===== src/rtl/audio_sched_pkg.sv =====
// Shared types and defaults for the audio sample scheduler: FSM state
// encoding, width/timeout defaults and filter channel selects.
package audio_sched_pkg;

  localparam int DW_DEF      = 24;
  localparam int TIMEOUT_DEF = 255;

  localparam logic CH_LEFT  = 1'b0;
  localparam logic CH_RIGHT = 1'b1;

  typedef enum logic [2:0] {
    IDLE,
    CAPTURE,
    FILT_L,
    FILT_R,
    WAIT_WR,
    WRITE
  } state_e;

endpackage


===== src/rtl/audio_sample_scheduler_filt_watchdog.sv =====
// Filter-wait watchdog: start loads a TIMEOUT-cycle down-counter, ack disarms it,
// expired flags terminal count while still armed.
module filt_watchdog
  import audio_sched_pkg::*;
#(
  parameter int TIMEOUT = TIMEOUT_DEF
) (
  input  logic clk_i,
  input  logic rst_ni,
  input  logic start_i,
  input  logic ack_i,
  output logic expired_o
);

  localparam int CW = (TIMEOUT > 1) ? $clog2(TIMEOUT) : 1;
  localparam logic [CW-1:0] LOAD = CW'(TIMEOUT - 1);

  logic [CW-1:0] cnt_q;
  logic          armed_q;

  always_ff @(posedge clk_i or negedge rst_ni) begin
    if (!rst_ni) begin
      cnt_q   <= '0;
      armed_q <= 1'b0;
    end else if (start_i) begin
      cnt_q   <= LOAD;
      armed_q <= 1'b1;
    end else if (armed_q) begin
      if (ack_i || (cnt_q == '0)) armed_q <= 1'b0;
      else                        cnt_q   <= cnt_q - CW'(1);
    end
  end

  assign expired_o = armed_q && (cnt_q == '0);

endmodule


===== src/rtl/audio_sample_scheduler.sv =====
// Codec sample-pair scheduler: pop a pair, run each channel through the shared
// FIR (with timeout fallback to raw), push to the DAC. Optional BYPASS_EN adds
// a bypass input that skips the filter.
//
//   state    | meaning
//   IDLE     | wait for read_ready, latch raw pair
//   CAPTURE  | read pulse to codec
//   FILT_L   | left channel in filter
//   FILT_R   | right channel in filter
//   WAIT_WR  | wait for DAC FIFO space
//   WRITE    | write pulse, count sample
module audio_sample_scheduler
  import audio_sched_pkg::*;
#(
  parameter int DW      = DW_DEF,
  parameter int TIMEOUT = TIMEOUT_DEF
) (
  input  logic          CLOCK_50,
  input  logic          resetn,
  input  logic          read_ready,
  input  logic [DW-1:0] readdata_left,
  input  logic [DW-1:0] readdata_right,
  output logic          read,
  input  logic          write_ready,
  output logic          write,
  output logic [DW-1:0] writedata_left,
  output logic [DW-1:0] writedata_right,
  output logic          filt_req,
  output logic          filt_ch,
  output logic [DW-1:0] filt_din,
  input  logic          filt_ack,
  input  logic [DW-1:0] filt_dout,
`ifdef BYPASS_EN
  input  logic          bypass,
`endif
  output logic          busy,
  output logic [15:0]   sample_cnt,
  output logic          timeout_err
);

  state_e        state_q, state_d;
  logic [DW-1:0] raw_l_q, raw_l_d, raw_r_q, raw_r_d;
  logic [DW-1:0] out_l_q, out_l_d, out_r_q, out_r_d;
  logic [DW-1:0] wd_l_q, wd_l_d, wd_r_q, wd_r_d;
  logic [DW-1:0] filt_din_q, filt_din_d;
  logic [15:0]   cnt_q, cnt_d;
  logic          err_q, err_d;
  logic          read_q, read_d, write_q, write_d;
  logic          req_q, req_d, ch_q, ch_d, busy_q, busy_d;
  logic          wd_start, wd_expired;

  filt_watchdog #(.TIMEOUT(TIMEOUT)) u_watchdog (
    .clk_i     (CLOCK_50),
    .rst_ni    (resetn),
    .start_i   (wd_start),
    .ack_i     (filt_ack),
    .expired_o (wd_expired)
  );

  always_comb begin
    state_d  = state_q;
    raw_l_d  = raw_l_q;
    raw_r_d  = raw_r_q;
    out_l_d  = out_l_q;
    out_r_d  = out_r_q;
    wd_l_d   = wd_l_q;
    wd_r_d   = wd_r_q;
    cnt_d    = cnt_q;
    err_d    = err_q;
    wd_start = 1'b0;

    case (state_q)
      IDLE: if (read_ready) begin
        raw_l_d = readdata_left;
        raw_r_d = readdata_right;
        state_d = CAPTURE;
      end
      CAPTURE: begin
`ifdef BYPASS_EN
        if (bypass) begin
          out_l_d = raw_l_q;
          out_r_d = raw_r_q;
          state_d = WAIT_WR;
        end else
`endif
        begin
          wd_start = 1'b1;
          state_d  = FILT_L;
        end
      end
      // ack wins over a simultaneous expiry: a late-but-valid result is kept
      FILT_L: if (filt_ack || wd_expired) begin
        out_l_d  = filt_ack ? filt_dout : raw_l_q;
        err_d    = err_q | ~filt_ack;
        wd_start = 1'b1;
        state_d  = FILT_R;
      end
      FILT_R: if (filt_ack || wd_expired) begin
        out_r_d = filt_ack ? filt_dout : raw_r_q;
        err_d   = err_q | ~filt_ack;
        state_d = WAIT_WR;
      end
      WAIT_WR: if (write_ready) begin
        wd_l_d  = out_l_q;
        wd_r_d  = out_r_q;
        cnt_d   = cnt_q + 16'd1;
        state_d = WRITE;
      end
      WRITE:   state_d = IDLE;
      default: state_d = IDLE;
    endcase

    // Moore outputs are registered from the next state
    read_d     = (state_d == CAPTURE);
    write_d    = (state_d == WRITE);
    req_d      = (state_d == FILT_L) || (state_d == FILT_R);
    ch_d       = (state_d == FILT_R) ? CH_RIGHT : CH_LEFT;
    busy_d     = (state_d != IDLE);
    filt_din_d = filt_din_q;
    if (state_d == FILT_L) filt_din_d = raw_l_d;
    if (state_d == FILT_R) filt_din_d = raw_r_d;
  end

  always_ff @(posedge CLOCK_50 or negedge resetn) begin
    if (!resetn) begin
      state_q    <= IDLE;
      raw_l_q    <= '0;
      raw_r_q    <= '0;
      out_l_q    <= '0;
      out_r_q    <= '0;
      wd_l_q     <= '0;
      wd_r_q     <= '0;
      filt_din_q <= '0;
      cnt_q      <= '0;
      err_q      <= 1'b0;
      read_q     <= 1'b0;
      write_q    <= 1'b0;
      req_q      <= 1'b0;
      ch_q       <= CH_LEFT;
      busy_q     <= 1'b0;
    end else begin
      state_q    <= state_d;
      raw_l_q    <= raw_l_d;
      raw_r_q    <= raw_r_d;
      out_l_q    <= out_l_d;
      out_r_q    <= out_r_d;
      wd_l_q     <= wd_l_d;
      wd_r_q     <= wd_r_d;
      filt_din_q <= filt_din_d;
      cnt_q      <= cnt_d;
      err_q      <= err_d;
      read_q     <= read_d;
      write_q    <= write_d;
      req_q      <= req_d;
      ch_q       <= ch_d;
      busy_q     <= busy_d;
    end
  end

  assign read            = read_q;
  assign write           = write_q;
  assign writedata_left  = wd_l_q;
  assign writedata_right = wd_r_q;
  assign filt_req        = req_q;
  assign filt_ch         = ch_q;
  assign filt_din        = filt_din_q;
  assign busy            = busy_q;
  assign sample_cnt      = cnt_q;
  assign timeout_err     = err_q;

endmodule

===== config.mk =====
export PLATFORM = sky130hd
export DESIGN_NAME = audio_sample_scheduler
export DESIGN_NICKNAME = d
export VERILOG_FILES = /design/src/rtl/audio_sched_pkg.sv /design/src/rtl/audio_sample_scheduler_filt_watchdog.sv /design/src/rtl/audio_sample_scheduler.sv
export SDC_FILE = /design/constraint.sdc
export NUM_CORES = 1
export LEC_CHECK = 0
export CAP_MARGIN = 20
export CORE_ASPECT_RATIO = 1.75
export CORE_UTILIZATION = 55
export CTS_CLUSTER_SIZE = 14
export DETAILED_ROUTE_END_ITERATION = 16
export PLACE_DENSITY = 0.85
export SETUP_SLACK_MARGIN = 0.05
export SYNTH_ARGS = -nofsm -noshare
export SYNTH_HDL_FRONTEND = slang
export SYNTH_SLANG_ARGS = --single-unit

===== constraint.sdc =====
create_clock -name CLOCK_50 -period 3.37 [get_ports CLOCK_50]
set_input_delay 0.8425 -clock CLOCK_50 [delete_from_list [all_inputs] [get_ports CLOCK_50]]
set_output_delay 0.8425 -clock CLOCK_50 [all_outputs]
set_load 0.005 [all_outputs]

==> images/logic_types.png <==
Drawn at 2 px/um.
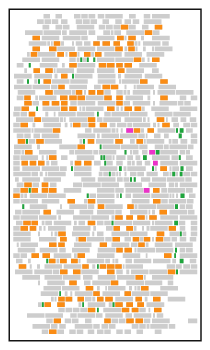
family	color	cells
mux cells	orange	170
non-inverting ao/oa cells	magenta	4
nand cells	green	51
Comb/total area: 28.5%
most numerous logic cell after layout: dfrtp_1

==> images/clk_routes.png <==
Drawn at 4 px/um.
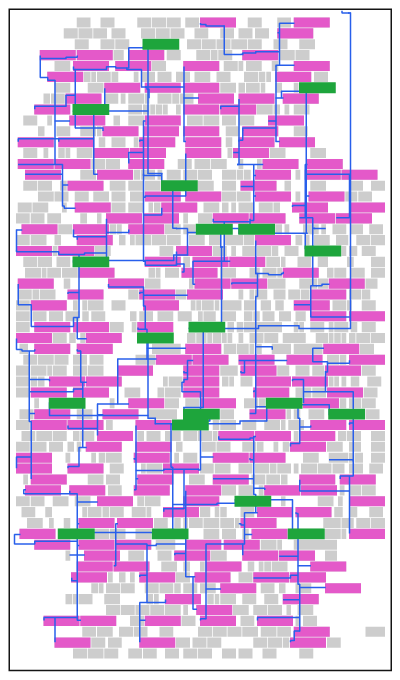
[clock wires] blue | length: 2190 um
[flip-flops] magenta | count: 202
[clock drivers] green | count: 19
flops lie	all over the die
clk_skew: 0.00775 ns
clock group power: 2.09 mW
Latency at later pin: 0.48 ns
Clock power frac: 20.6%

==> changes_impl.md <==
### Metrics

* Status: completed
* Inst Count DP at 979
* DRC viols at 0
* Cell area leaders: dfrtp_1 (61%), mux2_2 (13%), mux2i_1 (8.8%), a21oi_1 (2.9%), nor2_1 (2.6%)
* Mux frac, synth at 21.8%
* Fill cell count at roughly 990
* Final Instance Area at ~11000 sq um
* Pwr Density at 934 nW/um^2
* Hpwl dp at 13400 um
* Met3 wire len at 1000 um
* Crit path max-delay cell type: o21a_2
* Seq pwr share at 41.5%
* Fin crit period at 2.75 ns
* Crit path launch: u_watchdog.cnt_q[0]$_DFFE_PN0P_
* Total chip power at 10.1 mW
* Crit-path cells: inv_1 > ha_1 > or4b_4 > o21ai_2 > o21a_2 > o21ai_0
* YS warnings at 0
* # IOs at around 170
* GRT met2 Usage at 46.2%
* Post-synth EDFFs at 0
* Slowest stage delay, CP at 0.81 ns
* HP Class: in2async
* Final Worst Setup Slack at 0.620 ns
* Commonest cells post-synth: dfrtp_1 (202), mux2_2 (97), mux2i_1 (73)
* Top cells excl fill/tap: dfrtp_1 (202), clkdlybuf4s50_1 (168), mux2_2 (97), mux2i_1 (73), nor2_1 (57)
* Comb pwr share at 37.9%
* Initial DRT Pass Iterations at 4
* Initial antenna violation count at 2
* Top sig layer: met4
* Routed wire per std cell at between 15 and 20 um
* Synth Area in Compound Gates at 5.29%
* Chip Area, Yosys at 8350 sq um
* Post-synth top area share at 60.6%
* Met1 WL at 7220 um
* Pin count of the biggest net entering global routing at 103
* Hold Slack at approximately 0.42 ns
* Pre-CTS setup slack at 0.551 ns
* End point of the critical path: filt_din[4]$_DFFE_PN0P_
* P&R area growth vs syn at 30.0%
* Final period utilization at 81.6%
* Die Y at 165 um
* Critical Path End Type: flip-flop
* P_leak at 4.69 nW
* Finished Layout Cells at about 1000
* Data required, critical path at 3.67 ns
* Arrival time at the worst endpoint at 3.05 ns
* Clk buf depth at 3
* CP Depth at 6
* Mapped Cells at 653
* Unique masters post-synth at 40
* CTS sink count at roughly 200
* Root Buffer: clkbuf_16
* Critical path class: reg2reg
* GRT Total Usage at about a quarter
* Met2 wire len at 10500 um
* Sequential fraction of the synthesis area at about three fifths
* Mean Syn Cell Area at 12.8 sq um
* Highest clock rate at 0.364 GHz
* Worst R2R Path Depth at 6
* Met3 Usage GRT at 4.56%
* XORs/XNORs by Area at around 2.4%
* Fin. Hold Viols at 0
* Clock buffers created by TritonCTS at 19
* Global-route wire length before repair at between 30000 and 40000 um
* Core area at ~15000 sq um
* Combinational power at 3.84 mW
* Global route overflow at 0
* Max-cap violations at 0
* Final Slew Violations at 0
* Chip area at 15700 sq um
* Pwr top: sequential cells
* TritonCTS clock tree: built
* GRT met1 Usage at 29.8%
* RSZ-0062 raised after global routing: no
* Net switching power at 3.26 mW
* Synth top cell by count: dfrtp_1
* Worst-path clk slew at 0.06 ns
* Setup Buffers After CTS at 0
* Most used flip-flop cell: dfrtp_1
* DRT iter0 DRCs at 241
* R2R Path End: filt_din[4]$_DFFE_PN0P_
* Post-CTS Hold Buffers at 0
* Post-synth regs at 202
* H-Tree Level Count at 1
* Routability congestion estimate at around 0.86
* Reg-to-Reg Start: u_watchdog.cnt_q[0]$_DFFE_PN0P_
* Log Warnings at 29
* Yosys cell count at 653
* Mapped Area at around 8300 sq um
* Setup TNS Final at 0 ns
* Headroom to the max-slew limit at 32.5%
* Async SR Flop Fraction at 100%
* DRT Wirelength at 19500 um
* Final core occ at 73.2%
* Synthesized Nets at 732
* Total internal power at 6.88 mW
* DR vias at 5656
* P_seq at between 4 and 5 mW
* Post-synthesis adder-cell area fraction at 0.300%
* FP Util at 56.3%
* Nets@finish at ~900
* Die Wd at 95.1 um
* Peak supply drop at 0.000572 V
* Setup Viol. Count Final at 0
* Busiest grt layer: met2
* CP bufs+invs at 1
* Critical Path Fanout Max at 51
* Area post-placement at about 10000 sq um
* Share of layout cells above drive strength 1 at 17.8%
* Least-Margin Pin Slew at between 1 and 1.5 ns
* Vias per cell at 5.58
* Top logic family: multiplexers
* CP Launch Type: flip-flop
* R2R Setup Slk at 0.62 ns
* Area leader, netlist: dfrtp_1
* Vias in the first global route at 6038
* Detail Route Antenna Nets at 0
* Port bufs at 170
* CTS resizes at 0
* Simple logic cell fraction of the synthesized area at 6.85%
* Switch share at ~32%
* Crit path max-delay family: AND-OR/OR-AND gates
* FP Rows at 59
## sequential cells by signal, summed over array words and instances (netlist names)
| register | cells |
|---|---|
| busy | 1 |
| filt_ch | 1 |
| filt_din | 24 |
| filt_req | 1 |
| out_l_q | 24 |
| out_r_q | 24 |
| raw_l_q | 24 |
| raw_r_q | 24 |
| read | 1 |
| sample_cnt | 16 |
| state_q | 3 |
| timeout_err | 1 |
| u_watchdog.armed_q | 1 |
| u_watchdog.cnt_q | 8 |
| write | 1 |
| writedata_left | 24 |
| writedata_right | 24 |
## cell type report
class	instances	area (sq um)	share of cell area, %
diodes	3	7.51	0.0692
clock buffers	29	563	5.19
clock inverters	3	43.8	0.403
inverters	8	30.0	0.277
multi-input cells	404	3100	28.5
flip-flops and latches	202	5050	46.6
well taps	183	229	2.11
repair buffers	182	1830	16.8
Power figures rest on the tool's default switching activity, not on a simulated workload.
